--- src/rtl/joint_pwm_pkg.sv ---
// Shared definitions for the joint PWM controller: FSM encoding, default
// parameter values and the duty magnitude helper.
package joint_pwm_pkg;

    typedef enum logic [1:0] {
        ST_IDLE  = 2'd0,
        ST_RUN   = 2'd1,
        ST_FAULT = 2'd2
    } state_t;

    localparam int DEF_NUM_JOINTS = 4;
    localparam int DEF_PWM_PERIOD = 100000;
    localparam int DEF_WD_PERIODS = 16;

    // 33-bit result so that -2^31 has a representable magnitude.
    function automatic logic [32:0] duty_abs(input logic signed [31:0] d);
        return d[31] ? (33'd0 - {1'b1, d}) : {1'b0, d};
    endfunction

endpackage

--- src/rtl/joint_pwm_chan.sv ---
// One joint channel: pending/active duty registers, registered PWM compare
// and boundary-aligned direction output.
module joint_pwm_chan #(
    parameter int CW = 17,
    parameter int MW = 17
) (
    input  logic          clk,
    input  logic          rst,
    input  logic          clr,
    input  logic          wr_en,
    input  logic [MW-1:0] wr_mag,
    input  logic          wr_dir,
    input  logic          load,
    input  logic [CW-1:0] cnt,
    output logic          pwm,
    output logic          dir
);

    logic [MW-1:0] pend_mag;
    logic [MW-1:0] act_mag;
    logic          pend_dir;

    always_ff @(posedge clk) begin
        if (rst || clr) begin
            pend_mag <= '0;
            pend_dir <= 1'b0;
            act_mag  <= '0;
            dir      <= 1'b0;
            pwm      <= 1'b0;
        end else begin
            if (wr_en) begin
                pend_mag <= wr_mag;
                pend_dir <= wr_dir;
            end
            // Active takes the pre-write pending value, so a command in the
            // strobe cycle waits for the following boundary.
            if (load) begin
                act_mag <= pend_mag;
                dir     <= pend_dir;
            end
            pwm <= MW'(cnt) < act_mag;
        end
    end

endmodule

--- src/rtl/joint_pwm_ctrl.sv ---
// Multi-joint PWM/DIR controller with period counter, run/fault FSM,
// command decode and a period-based command watchdog.
module joint_pwm_ctrl
    import joint_pwm_pkg::*;
#(
    parameter int NUM_JOINTS = DEF_NUM_JOINTS,
    parameter int PWM_PERIOD = DEF_PWM_PERIOD,
    parameter int WD_PERIODS = DEF_WD_PERIODS
) (
    input  logic                  clk,
    input  logic                  rst,
    input  logic                  enable,
    input  logic                  cmd_valid,
    output logic                  cmd_ready,
    input  logic [((NUM_JOINTS > 1) ? $clog2(NUM_JOINTS) : 1)-1:0] cmd_joint,
    input  logic signed [31:0]    cmd_duty,
    output logic [NUM_JOINTS-1:0] PWM,
    output logic [NUM_JOINTS-1:0] DIR,
    output logic                  period_strobe,
    output logic                  wd_fault
);

    localparam int JW  = (NUM_JOINTS > 1) ? $clog2(NUM_JOINTS) : 1;
    localparam int CW  = $clog2(PWM_PERIOD);
    localparam int MW  = $clog2(PWM_PERIOD + 1);
    localparam int WDW = $clog2(WD_PERIODS + 1);

    state_t                  state;
    logic [CW-1:0]           cnt;
    logic [WDW-1:0]          wd;
    logic                    run, strobe, accept, expire;
    logic [32:0]             mag_full;
    logic [MW-1:0]           duty_mag;
    logic                    duty_dir;
    logic [NUM_JOINTS-1:0]   wr_en, pwm_q, dir_q;

    assign run    = state == ST_RUN;
    assign strobe = run && (cnt == CW'(PWM_PERIOD - 1));
    assign accept = cmd_valid && cmd_ready;
    assign expire = strobe && !accept && (wd == WDW'(WD_PERIODS - 1));

    // Outputs are forced low while rst is held, ahead of the reset edge.
    assign cmd_ready     = !rst && (state != ST_FAULT);
    assign period_strobe = !rst && strobe;
    assign wd_fault      = !rst && (state == ST_FAULT);
    assign PWM           = (run && !rst) ? pwm_q : '0;
    assign DIR           = (run && !rst) ? dir_q : '0;

    always_comb begin
        mag_full = duty_abs(cmd_duty);
        duty_mag = (mag_full > 33'(PWM_PERIOD)) ? MW'(PWM_PERIOD) : MW'(mag_full);
        duty_dir = !cmd_duty[31] && (cmd_duty != 32'sd0);
    end

    for (genvar j = 0; j < NUM_JOINTS; j++) begin : g_chan
        // Out-of-range joint indices match no channel and are dropped.
        assign wr_en[j] = accept && run && (cmd_joint == JW'(j));

        joint_pwm_chan #(.CW(CW), .MW(MW)) u_chan (
            .clk    (clk),
            .rst    (rst),
            .clr    (!run),
            .wr_en  (wr_en[j]),
            .wr_mag (duty_mag),
            .wr_dir (duty_dir),
            .load   (strobe),
            .cnt    (cnt),
            .pwm    (pwm_q[j]),
            .dir    (dir_q[j])
        );
    end

    always_ff @(posedge clk) begin
        if (rst) begin
            state <= ST_IDLE;
            cnt   <= '0;
            wd    <= '0;
        end else begin
            case (state)
                ST_IDLE: begin
                    cnt <= '0;
                    wd  <= '0;
                    if (enable) state <= ST_RUN;
                end
                ST_RUN: begin
                    if (!enable || expire) begin
                        state <= enable ? ST_FAULT : ST_IDLE;
                        cnt   <= '0;
                        wd    <= '0;
                    end else begin
                        cnt <= strobe ? '0 : cnt + 1'b1;
                        if (accept)      wd <= '0;
                        else if (strobe) wd <= wd + 1'b1;
                    end
                end
                ST_FAULT: begin
                    cnt <= '0;
                    wd  <= '0;
                    if (!enable) state <= ST_IDLE;
                end
                default: begin
                    state <= ST_IDLE;
                    cnt   <= '0;
                    wd    <= '0;
                end
            endcase
        end
    end

endmodule
--- config.mk ---
export PLATFORM = sky130hd
export DESIGN_NAME = joint_pwm_ctrl
export DESIGN_NICKNAME = d
export VERILOG_FILES = /design/src/rtl/joint_pwm_pkg.sv /design/src/rtl/joint_pwm_chan.sv /design/src/rtl/joint_pwm_ctrl.sv
export SDC_FILE = /design/constraint.sdc
export NUM_CORES = 1
export LEC_CHECK = 0
export ABC_AREA = 0
export CORE_ASPECT_RATIO = 1.4
export CORE_UTILIZATION = 45
export CTS_BUF_LIST = sky130_fd_sc_hd__clkbuf_16
export DETAILED_ROUTE_END_ITERATION = 10
export GPL_ROUTABILITY_DRIVEN = 1
export PLACE_DENSITY = 0.75
export SYNTH_ARGS = -nofsm -noshare
export SYNTH_HDL_FRONTEND = slang
export SYNTH_SLANG_ARGS = --single-unit
--- constraint.sdc ---
create_clock -name clk -period 8.2 [get_ports clk]
set_clock_uncertainty 0.15 [all_clocks]
set_input_delay 1.64 -clock clk [delete_from_list [all_inputs] [get_ports clk]]
set_output_delay 1.64 -clock clk [all_outputs]
set_load 0.02 [all_outputs]
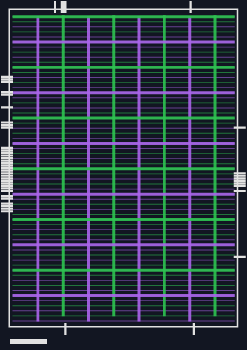
Figure 1: PDN straps and rails.
Scale bar: 20 um. Pins as bars on the die edge.
Purple is VSS. Green is VDD.
49 signal pins sit on the boundary. 12 straps on met5. 8 straps on met4.

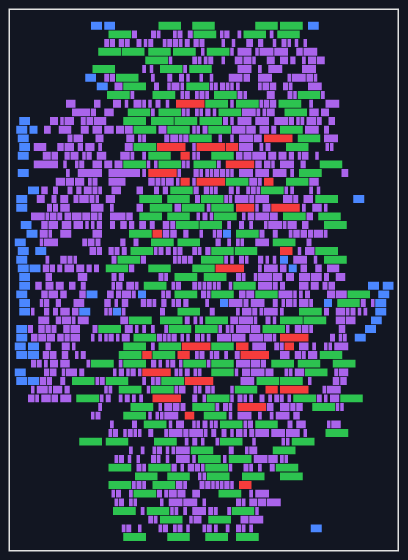
Figure 2: placement by cell class.
Green is flip-flops, cells 172. Purple is all other logic, cells 915. Red is clock drivers and dummy loads, cells 31. Blue is other buffers and delay cells, cells 56.
core area: 19400 um^2
row count: 60
flop share of the area: 33.8%

==> flow_summary.json <==
{
  "crit_type": "in2reg",
  "clock_sinks": 172,
  "grt_max_degree": 76,
  "n_antenna_cell": 0,
  "grt_pass1_vias": 7641,
  "rsz0062_at_grt": "false",
  "p_leak_uw": 0.00338,
  "yosysUniqueCellTypes": 68,
  "path_cells": "clkdlybuf4s50_1 > inv_1 > ha_1 > nor3b_1 > a21oi_1 > xnor2_1 > nor4b_1 > a2111oi_2 > o41ai_4 > nor2b_1 > a31oi_1",
  "fp_util_pct": 46.4,
  "ys_seq_share_pct": 38.2,
  "drive_gt1_share_pct": 4.77,
  "port_buffers": 48,
  "wl_mm": 23.8,
  "status": "finished clean",
  "maxSlewViolCount": 0,
  "drt_iter0_markers": 588,
  "hold_class": "reg2reg",
  "drt-pass1-iter-count": 5,
  "cp.buffers_inverters": 2,
  "avgSynthCellArea_um2": 7.84,
  "antenna_found_initial": 0,
  "numSynthFlops": 172,
  "setup_violations": 0,
  "slowest_stage": "nor2b_1",
  "cts_hold_buf": 0,
  "die_width_um": 122,
  "finish.net_count": 1268,
  "area_delta_synth_final_pct": 12.8,
  "root_buffer": "clkbuf_16",
  "slew_headroom_pct": 27.0,
  "tritoncts": "yes",
  "drv_cap": 0,
  "worst_setup_path_end_kind": "flop",
  "synth_area_um2": 9020,
  "tightest_slew_ns": 1.09,
  "vias": 8069,
  "cts_resized": 0,
  "htreeDepth": 4,
  "synth-edff-count": 0,
  "hold_viol": 0,
  "drc": 0,
  "clock.latency.late_pin_ns": 0.43,
  "yosys.area.top_type": "dfxtp_1",
  "synth_warnings": 0,
  "p_per_area_nw_per_um2": 169,
  "avgRoutedWirePerCell_um": 16.7,
  "period_used_pct": 71.1,
  "gp_congestion": 0.964,
  "path_clk_slew_ns": 0.07,
  "ys_area_um2": 9020,
  "ios": 49,
  "ant_nets": 0,
  "async_flop_share_pct": 0
}
[state kept, by name, summed over array words and instances (netlist names)]
signal / count
g_chan.u_chan.act_mag: 68
g_chan.u_chan.pend_dir: 4
state: 2
wd: 5
g_chan.u_chan.pwm: 4
g_chan.u_chan.pend_mag: 68
g_chan.u_chan.dir: 4
cnt: 17
[final cells by class]
type | instances | area, um^2
fill | 1795 | 9270
multi-input combinational | 843 | 5040
sequential | 172 | 3440
timing repair buffer | 56 | 541
clock buffer | 17 | 425
tap | 248 | 310
inverter | 72 | 270
clock inverter | 14 | 145
[cells in the final DEF, fill, tap and decap left out, drive strengths merged, types with 23 or more instances in the layout]
| master | n |
|---|---|
| inv | 81 |
| dfxtp | 172 |
| nand3 | 23 |
| nand2 | 238 |
| nor2 | 67 |
| o21ai | 72 |
| ha | 68 |
| clkdlybuf4s50 | 48 |
| a21oi | 116 |
[worst reg2reg max path, delay by kind of cell, from the launching register on]
kind | cells | cell delay (ns)
simple gates | 6 | 2.27
buf+inv | 1 | 0.44
flops | 1 | 0.37
compound gates | 1 | 0.09
[stage by stage]
stage          hold WS, ns  cells  util, %  total power, uW
4_1_cts              0.302   1422     52.3             1720
6_report             0.301   1422     52.3             1720
3_3_place_gp         0.284   1391     49.4              954
2_1_floorplan        0.275   1150        -              911
5_1_grt              0.312   1422     52.3             1760
3_5_place_dp         0.291   1391     49.4              955
[final timing paths]
| check | startpoint | to | cells past startpoint |
|---|---|---|---|
| setup / recovery | cmd_duty[0] | g_chan[2].u_chan.pend_mag[9] | 11 |
| hold reg to reg | g_chan[2].u_chan.act_mag[4] | g_chan[2].u_chan.act_mag[4] | 2 |
| hold / removal | g_chan[2].u_chan.act_mag[4] | g_chan[2].u_chan.act_mag[4] | 2 |
| setup reg to reg | state[1] | g_chan[1].u_chan.pend_mag[11] | 8 |
[metal layers]
metal  wire [um]  share of wire (%)  vias up  GRT usage (%)
met5           0                  0        -              0
met4         998                4.2        0           12.2
met3         982                4.1       60           2.72
met2       11900                 50      261           42.0
met1        9880                 42     3738           29.2
li1            -                  -     4010              -
[cell families (layout without fill, tap and decap cells)]
family | after synthesis | count (layout) | synth area share [%]
xor+xnor | 34 | 34 | 3.39
compound gates | 282 | 282 | 18.9
buf+inv | 135 | 159 | 6.06
mux | 3 | 3 | 0.347
simple gates | 456 | 456 | 23.6
flops | 172 | 172 | 38.2
fa+ha+maj | 68 | 68 | 9.44
[power by group]
group | switching [uW] | internal (uW) | total, uW
clock network | 374 | 406 | 780
logic | 65.1 | 36.5 | 102
registers | 0.576 | 835 | 836
Power is estimated from default activity; no workload was simulated.
